[src/rtl/luzes_pkg.sv]
// Shared encodings for the LED sequencer: step modes and bounce direction.
package luzes_pkg;

    typedef logic [1:0] mode_t;

    localparam mode_t MODE_SHR_IN = 2'b00;
    localparam mode_t MODE_SHL_IN = 2'b01;
    localparam mode_t MODE_ROTATE = 2'b10;
    localparam mode_t MODE_BOUNCE = 2'b11;

    localparam logic DIR_RIGHT = 1'b0;
    localparam logic DIR_LEFT  = 1'b1;

endpackage

[src/rtl/luzes_sequenciais_divisor_tick.sv]
// Clock-enable generator: one-cycle registered tick every DIV cycles of clock_placa.
module divisor_tick #(
    parameter int unsigned DIV = 50000000
) (
    input  logic clock_placa,
    input  logic reset,
    input  logic enable,
    output logic tick
);

    localparam int unsigned CW   = $clog2(DIV);
    localparam logic [CW-1:0] LAST = CW'(DIV - 1);

    logic [CW-1:0] cnt;
    logic [CW-1:0] cnt_next;
    logic          tick_next;

    // Counter wraps after LAST; tick is raised for the cycle following the wrap.
    always_comb begin
        cnt_next  = cnt;
        tick_next = 1'b0;
        if (enable) begin
            if (cnt == LAST) begin
                cnt_next  = '0;
                tick_next = 1'b1;
            end else begin
                cnt_next = cnt + CW'(1);
            end
        end
    end

    always_ff @(posedge clock_placa or posedge reset) begin
        if (reset) begin
            cnt  <= '0;
            tick <= 1'b0;
        end else begin
            cnt  <= cnt_next;
            tick <= tick_next;
        end
    end

endmodule

[src/rtl/luzes_sequenciais.sv]
// LED sequencer: advances an N-bit pattern once per divider tick in one of four modes.
module luzes_sequenciais
    import luzes_pkg::*;
#(
    parameter int unsigned N          = 4,
    parameter int unsigned DIV        = 50000000,
    parameter logic [N-1:0] PRESET_VAL = {N{1'b1}}
) (
    input  logic         clock_placa,
    input  logic         reset,
    input  logic         preset,
    input  logic         enable,
    input  logic [1:0]   mode,
    input  logic         in,
    output logic [N-1:0] leds,
    output logic         tick,
    output logic         dir
);

    localparam logic [N-1:0] SEED = {1'b1, {(N-1){1'b0}}};

    logic [N-1:0] leds_next;
    logic         dir_next;

    divisor_tick #(
        .DIV(DIV)
    ) u_divisor_tick (
        .clock_placa(clock_placa),
        .reset      (reset),
        .enable     (enable),
        .tick       (tick)
    );

    // Preset overrides a coincident step; otherwise the pattern moves only on tick.
    always_comb begin
        leds_next = leds;
        dir_next  = dir;
        if (preset) begin
            leds_next = PRESET_VAL;
            dir_next  = DIR_RIGHT;
        end else if (tick) begin
            case (mode)
                MODE_SHR_IN: leds_next = {in, leds[N-1:1]};
                MODE_SHL_IN: leds_next = {leds[N-2:0], in};
                MODE_ROTATE: leds_next = {leds[0], leds[N-1:1]};
                MODE_BOUNCE: begin
                    if (leds == '0) begin
                        leds_next = SEED;
                        dir_next  = DIR_RIGHT;
                    end else if (dir == DIR_RIGHT && leds[0]) begin
                        leds_next = {leds[N-2:0], 1'b0};
                        dir_next  = DIR_LEFT;
                    end else if (dir == DIR_LEFT && leds[N-1]) begin
                        leds_next = {1'b0, leds[N-1:1]};
                        dir_next  = DIR_RIGHT;
                    end else if (dir == DIR_RIGHT) begin
                        leds_next = {1'b0, leds[N-1:1]};
                    end else begin
                        leds_next = {leds[N-2:0], 1'b0};
                    end
                end
                default: leds_next = leds;
            endcase
        end
    end

    always_ff @(posedge clock_placa or posedge reset) begin
        if (reset) begin
            leds <= '0;
            dir  <= DIR_RIGHT;
        end else begin
            leds <= leds_next;
            dir  <= dir_next;
        end
    end

endmodule

[config.mk]
export PLATFORM = sky130hd
export DESIGN_NAME = luzes_sequenciais
export DESIGN_NICKNAME = d
export VERILOG_FILES = /design/src/rtl/luzes_pkg.sv /design/src/rtl/luzes_sequenciais_divisor_tick.sv /design/src/rtl/luzes_sequenciais.sv
export SDC_FILE = /design/constraint.sdc
export NUM_CORES = 1
export LEC_CHECK = 0
export CORE_MARGIN = 3
export CORE_UTILIZATION = 50
export DETAILED_ROUTE_END_ITERATION = 12
export GPL_ROUTABILITY_DRIVEN = 0
export MAX_ROUTING_LAYER = met4
export PLACE_DENSITY_LB_ADDON = 0.12
export SLEW_MARGIN = 30
export SYNTH_ARGS = -nofsm -noshare
export SYNTH_HDL_FRONTEND = slang
export SYNTH_SLANG_ARGS = --single-unit
[constraint.sdc]
create_clock -name clock_placa -period 2.29 [get_ports clock_placa]
set_input_delay 0.229 -clock clock_placa [delete_from_list [all_inputs] [get_ports clock_placa]]
set_output_delay 0.229 -clock clock_placa [all_outputs]
set_load 0.05 [all_outputs]
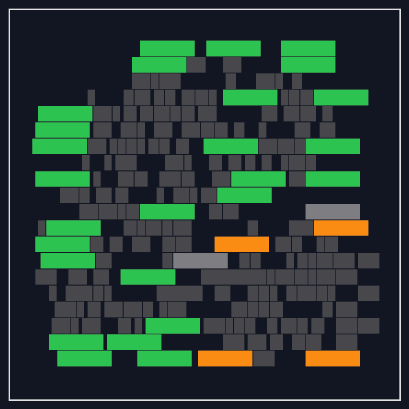
**Above:** where the registers sit.
Drawn at 6 px/um. Other sequential cells in the stronger grey, the rest of the logic in the fainter grey.
name in the netlist	colour	flops
u_divisor_tick.cnt	green	26
leds	orange	4
not coloured	2

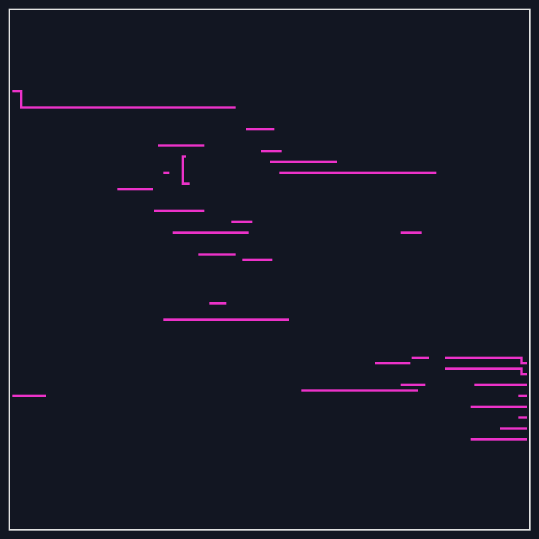
**Above:** the metal 3 layer.
Drawn at 8 px/um.
share of all routed wire	5.2%
nets with wire on the layer	25

==> results.cfg <==
; implementation run metrics
[yosys]
yosys.cell_count.top_type = dfrtp_1
synthXorXnorAreaFrac_pct = 7.576
top_area_share_pct = 46.18
synth_warnings = 0
syn_avg_cell_area_um2 = 9.476
ys_top_cells_by_area = dfrtp_1 (46%), xnor2_1 (5.6%), a21oi_1 (3.8%)
syn_area_um2 = 1734
netlist_top_cells_count = dfrtp_1 (32), nor2_1 (17), a21oi_1 (13)
ys_seq_share_pct = 46.18

[status]
status = finished, final reports clean

[sta]
tns_ns = 0
setup_viol = 0

[grt]
antenna_found_initial = 0
grt.met3_usage_pct = 6.932
grt_pass1_wl_um = 6658

[layout]
comb-cell-share_pct = 43.91
fin_area_um2 = 2023
nonClkBufAreaFrac_pct = 8.905
stdcell_count = 250
buffers = 20
ff_latch_area_um2 = 800.8
largest_cell_class = multi-input combinational cells
regMostFlops = u_divisor_tick.cnt
clk_share_pct = 3.772

[placement]
io_buffers = 12
dpl.hpwl_um = 2613

[clock_network]
clk_pin_slew_ns = 0.11
cts_setup_buffers = 0
cts_resized = 0
cts_buffer_depth = 2
insertion_delay_ns = 0.34

[die]
rows = 20
ios = 13
fp.coreArea_um2 = 3178
fp-utilization_pct = 54.57

[setup_path]
rr_endpoint = u_divisor_tick.cnt[25]
ff2ff_path_depth = 4
r2r_slack_ns = 0.25
required_ns = 2.57
cpMaxStageDelayCell = or4_1
worst-path-buf-inv = 0
end_kind = register
rr_startpoint = u_divisor_tick.cnt[8]

[power]
peakVddDrop_mv = 0.5725

[route]
dr.pass1.iters = 4
met1_length_um = 1757
drc_errors = 0
wl_um = 3735

[run]
max_cap_violations = 0
tool_warnings = 26
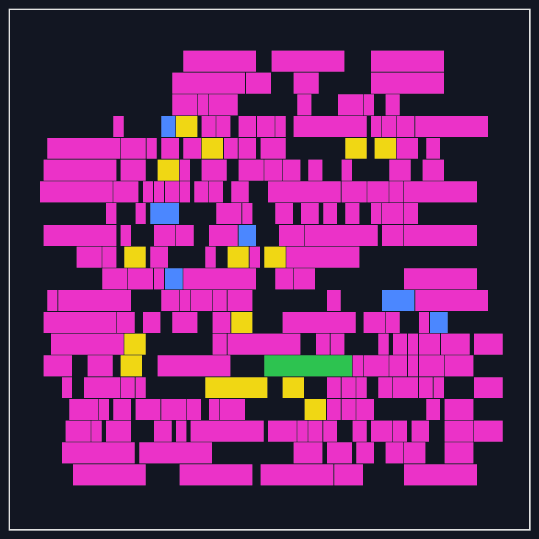
**Above:** drive-strength map.
Drawn at 8 px/um.
size	colour	cells
_3 and _4 cells	yellow	14
_2 cells	blue	6
_6 and larger	green	1
_0 and _1 cells	magenta	185

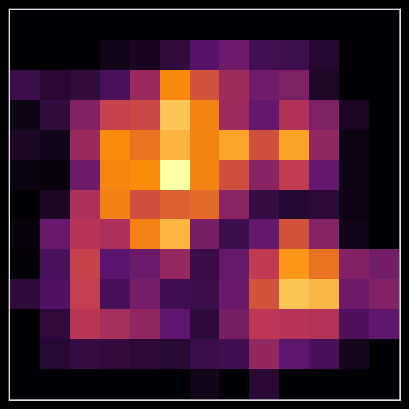
**Above:** routed metal per tile.
Drawn at 6 px/um. The die is cut into 13 by 13 equal tiles; black is low, pale yellow is high, scaled to the fullest tile. Values are wire area over tile area, all layers added.
fullest tile	0.53
densest ninth of the die	centre
tiles over half the peak	20%
nearly empty tiles	25%

## report_power, final
group | switching (uW) | leakage, uW | internal [uW]
Clock | 203 | 0.0000422 | 229
Combinational | 78.6 | 0.000344 | 83.9
Sequential | 81.1 | 0.000409 | 622
Total | 363 | 0.000795 | 935
## how the worst max path moves through the flow
stage	startpoint	end	slack, ns	depth (start not counted)
5_1_grt	u_divisor_tick.cnt[9]	u_divisor_tick.cnt[25]	0.13	4
3_5_place_dp	enable	u_divisor_tick.cnt[25]	0.1	5
2_1_floorplan	u_divisor_tick.cnt[3]	u_divisor_tick.cnt[25]	0.38	5
3_3_place_gp	enable	u_divisor_tick.cnt[25]	0.11	5
4_1_cts	u_divisor_tick.cnt[3]	u_divisor_tick.cnt[25]	0.24	4
6_report	u_divisor_tick.cnt[8]	u_divisor_tick.cnt[25]	0.25	4
Power is estimated from default activity; no workload was simulated.
